--- src/rtl/mem_word_ctrl.sv ---
// Word-to-byte memory access controller: turns one 16-bit word request into two
// sequential accesses on an 8-bit byte RAM (low byte first, then high byte).
// Optional feature macro: MEM_WORD_CTRL_BYTE_WRITE_EN adds a 2-bit req_be byte-enable input.
module mem_word_ctrl (
  input  logic        clk,
  input  logic        reset,
  input  logic        req_valid,
  output logic        req_ready,
  input  logic        req_we,
  input  logic [13:0] req_addr,
  input  logic [15:0] req_wdata,
`ifdef MEM_WORD_CTRL_BYTE_WRITE_EN
  input  logic [1:0]  req_be,
`endif
  output logic        rsp_valid,
  output logic [15:0] rsp_rdata,
  output logic [7:0]  ram_in,
  output logic        ram_load,
  output logic [14:0] ram_address,
  input  logic [7:0]  ram_out
);

  localparam logic [1:0] StIdle = 2'd0;
  localparam logic [1:0] StLo   = 2'd1;
  localparam logic [1:0] StHi   = 2'd2;
  localparam logic [1:0] StResp = 2'd3;

  logic [1:0]  state_q, state_d;
  logic        we_q, we_d;
  logic [13:0] addr_q, addr_d;
  logic [15:0] wdata_q, wdata_d;
  logic [15:0] rdata_q, rdata_d;
  // Byte select of the last RAM access; keeps address/data stable outside LO/HI.
  logic        hi_sel_q, hi_sel_d;
  logic        accept;
  logic        be_lo, be_hi;

`ifdef MEM_WORD_CTRL_BYTE_WRITE_EN
  logic [1:0]  be_q, be_d;
  assign be_lo = be_q[0];
  assign be_hi = be_q[1];
`else
  assign be_lo = 1'b1;
  assign be_hi = 1'b1;
`endif

  assign req_ready = (state_q == StIdle);
  assign rsp_valid = (state_q == StResp);
  assign rsp_rdata = rdata_q;
  assign accept    = req_valid & req_ready;

  // Next-state, request latching and read-data capture.
  always_comb begin
    state_d = state_q;
    we_d    = we_q;
    addr_d  = addr_q;
    wdata_d = wdata_q;
    rdata_d = rdata_q;
`ifdef MEM_WORD_CTRL_BYTE_WRITE_EN
    be_d    = be_q;
`endif
    unique case (state_q)
      StIdle: begin
        if (accept) begin
          state_d = StLo;
          we_d    = req_we;
          addr_d  = req_addr;
          wdata_d = req_wdata;
`ifdef MEM_WORD_CTRL_BYTE_WRITE_EN
          be_d    = req_be;
`endif
        end
      end
      StLo: begin
        state_d = StHi;
        if (!we_q) rdata_d[7:0] = ram_out;
      end
      StHi: begin
        state_d = StResp;
        if (!we_q) rdata_d[15:8] = ram_out;
      end
      StResp:  state_d = StIdle;
      default: state_d = StIdle;
    endcase
  end

  // RAM port drive; writes are gated off whenever reset is high.
  always_comb begin
    hi_sel_d = hi_sel_q;
    if (state_q == StLo) hi_sel_d = 1'b0;
    if (state_q == StHi) hi_sel_d = 1'b1;
    ram_address = {addr_q, hi_sel_d};
    ram_in      = hi_sel_d ? wdata_q[15:8] : wdata_q[7:0];
    ram_load    = !reset && we_q &&
                  (((state_q == StLo) && be_lo) || ((state_q == StHi) && be_hi));
  end

  // Control state with synchronous reset; an interrupted access is simply dropped.
  always_ff @(posedge clk) begin
    if (reset) begin
      state_q <= StIdle;
      rdata_q <= 16'h0000;
      we_q    <= 1'b0;
    end else begin
      state_q <= state_d;
      rdata_q <= rdata_d;
      we_q    <= we_d;
    end
  end

  // Datapath registers; no reset needed since they are qualified by state.
  always_ff @(posedge clk) begin
    addr_q   <= addr_d;
    wdata_q  <= wdata_d;
    hi_sel_q <= hi_sel_d;
`ifdef MEM_WORD_CTRL_BYTE_WRITE_EN
    be_q     <= be_d;
`endif
  end

endmodule

--- config.mk ---
export PLATFORM = sky130hd
export DESIGN_NAME = mem_word_ctrl
export DESIGN_NICKNAME = d
export VERILOG_FILES = /design/src/rtl/mem_word_ctrl.sv
export SDC_FILE = /design/constraint.sdc
export NUM_CORES = 1
export LEC_CHECK = 0
export CAP_MARGIN = 20
export CORE_ASPECT_RATIO = 1.2
export CORE_MARGIN = 5
export CORE_UTILIZATION = 42
export CTS_BUF_LIST = sky130_fd_sc_hd__clkbuf_2 sky130_fd_sc_hd__clkbuf_4 sky130_fd_sc_hd__clkbuf_8
export DETAILED_ROUTE_END_ITERATION = 10
export PLACE_DENSITY = 0.84
export SLEW_MARGIN = 20
export SYNTH_ARGS = -nofsm -noshare
export SYNTH_HDL_FRONTEND = slang
export SYNTH_SLANG_ARGS = --single-unit
--- constraint.sdc ---
create_clock -name clk -period 2.4 [get_ports clk]
set_clock_uncertainty 0.15 [all_clocks]
set_input_delay 0.72 -clock clk [delete_from_list [all_inputs] [get_ports clk]]
set_output_delay 0.72 -clock clk [all_outputs]
set_load 0.01 [all_outputs]
final_congestion.png
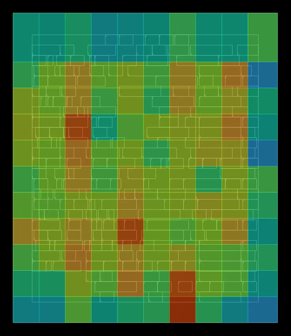
post-layout util: 71.0%
GR Util All Layers: 15.0%
grt met1 use: 16.0%
gr busiest metal: met2
met2 track demand over resource: 26.7%

==> notes.md <==
The synthesis and place-and-route flow finished, so here is a summary.

The number of filler cells placed in the layout is 310. Note, the detailed placer reported a final HPWL of 2.84 mm. The max-slew check reports its worst relative slack as 82.0%.

The tightest hold path in the finished design has a slack of 354 ps. Setup repair after global routing could not meet its margin everywhere. The CTS tree is built. In this run, synthesis inferred 30 flip-flops with an integrated enable. The report lists the power per cell area as 1140 nW/µm².

The multiplexer share of the synthesized area came out at 14.9%. The die is 81.9 µm tall. The number of inverters outside the clock class in the layout came out at 4. Before any placement, the netlist area is recorded as 1810 µm². The instance area after placement is 2770 µm².

The number of detailed-route iterations in the first pass came out at 2. Per the power-grid run, VDD falls by no more than ~0.57 mV. For the finished layout, the period the worst path requires is 2550 ps. The top-area cell type share of the netlist area is 49.8%. The async set-or-reset flop fraction in the synthesized netlist came out at 0%. The final antenna-violating net count came out at 0.

The most frequent cell after synthesis is sky130_fd_sc_hd__edfxtp_1. The total number of yosys warnings came out at 0. The max-capacitance violation count is 0.

The total leakage power is 1.19 nW. The layout overhead on the synthesized area is 65.8%. The cell count along the critical path is 7. Logic depth along the worst register-to-register path is recorded as 7. The detailed-route wire length is about 4 mm. Note that the worst hold path type here is flop to flop. The total global routing overflow is 0. The detailed router's first-iteration violation count came out at approximately 58. In the post-synthesis netlist, the biggest area contributors are sky130_fd_sc_hd__edfxtp_1 50%, sky130_fd_sc_hd__dfxtp_1 22%, sky130_fd_sc_hd__mux2i_1 10%, sky130_fd_sc_hd__mux2_2 5.0%, sky130_fd_sc_hd__nor2_1 4.4%. Entering global routing, the biggest net connects 32 pins. The highest achievable clock rate is 393 MHz.

The switching power summed over all nets came out at approximately 1.0 mW. Per the layout report, the design carries 6 clock buffers. The area fraction of clock buffers and clock inverters came out at 3.17%. The kind of cell with the highest combined delay along the critical path is buffers and inverters.

The cell sequence reported for the critical path is inv_4 > ha_4 > inv_2 > a21oi_4 > clkbuf_16 > mux2_4 > buf_6. The final reports fail on setup timing. The basic-gate share of the synthesized area counting and, or, nand and nor cells is 6.22%. For the completed layout, the total cell area is recorded as about 3000 µm². Measured along the x axis, the die boundary spans 69.9 µm.

Counting endpoints that fail hold in the final report gives 0. The initial antenna violation count is 0. The slowest stage of the critical path is the sky130_fd_sc_hd__dfxtp_4 cell. The worst hold endpoint is rsp_rdata[3]$_SDFFE_PP0P_. The synthesized instance count came out at about 120.

Sequential elements use between 70% and 80% of the synthesized area. According to the Yosys statistics, the synthesized design has a chip area of 1810 µm². The buffer depth of the longest clock path came out at 2. Of the cells placed in the final design, the portion with a size suffix greater than 1 is 24.0%. The effective utilization at floorplan is 42.8%. The clock net in this run drives a total of 50 sinks. The total number of warnings across the stage logs came out at 31. The worst path setup slack after routing is -146 ps. The routed length per placed instance came out at 14.6 µm. The post-CTS repair timing setup buffer count is 2. Per the detail_route log, the uppermost layer with routed signals is met4. The final tally of max-slew violations is 0.

The number of distinct standard cells referenced by the synthesized netlist came out at 17. The depth of the worst hold-timing path came out at 2. The last weighted congestion value of the routability-driven placer is just under 0.7. The cts-stage hold buffer count is 0. The biggest slice of the total power is consumed by combinational cells.

For reference, full adder, half adder and majority cells occupy under 10% of the area reported after synthesis. The count of endpoints failing setup in the final report is 9. The run finished, with violations left.
gate_families.png
Scale bar: 20 µm.
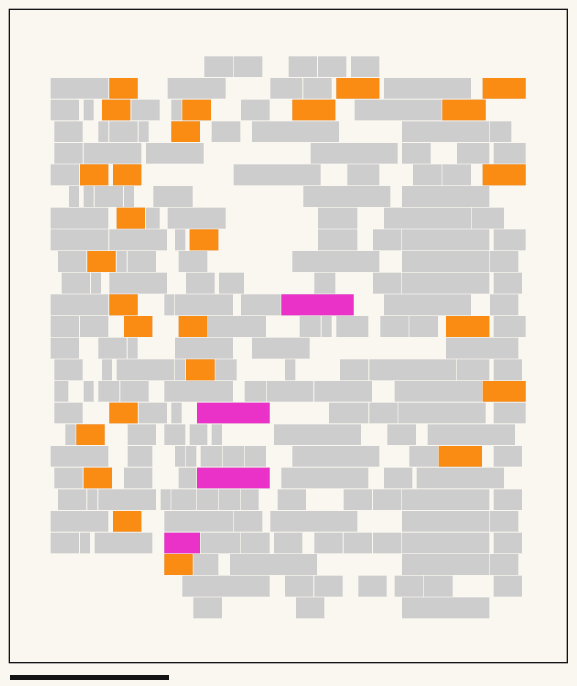
| colour | family | cells | most used |
|---|---|---|---|
| magenta | adder and majority cells | 4 | ha_4 |
| orange | multiplexers | 26 | mux2i_1 |

Power and IR drop assume default switching activity.
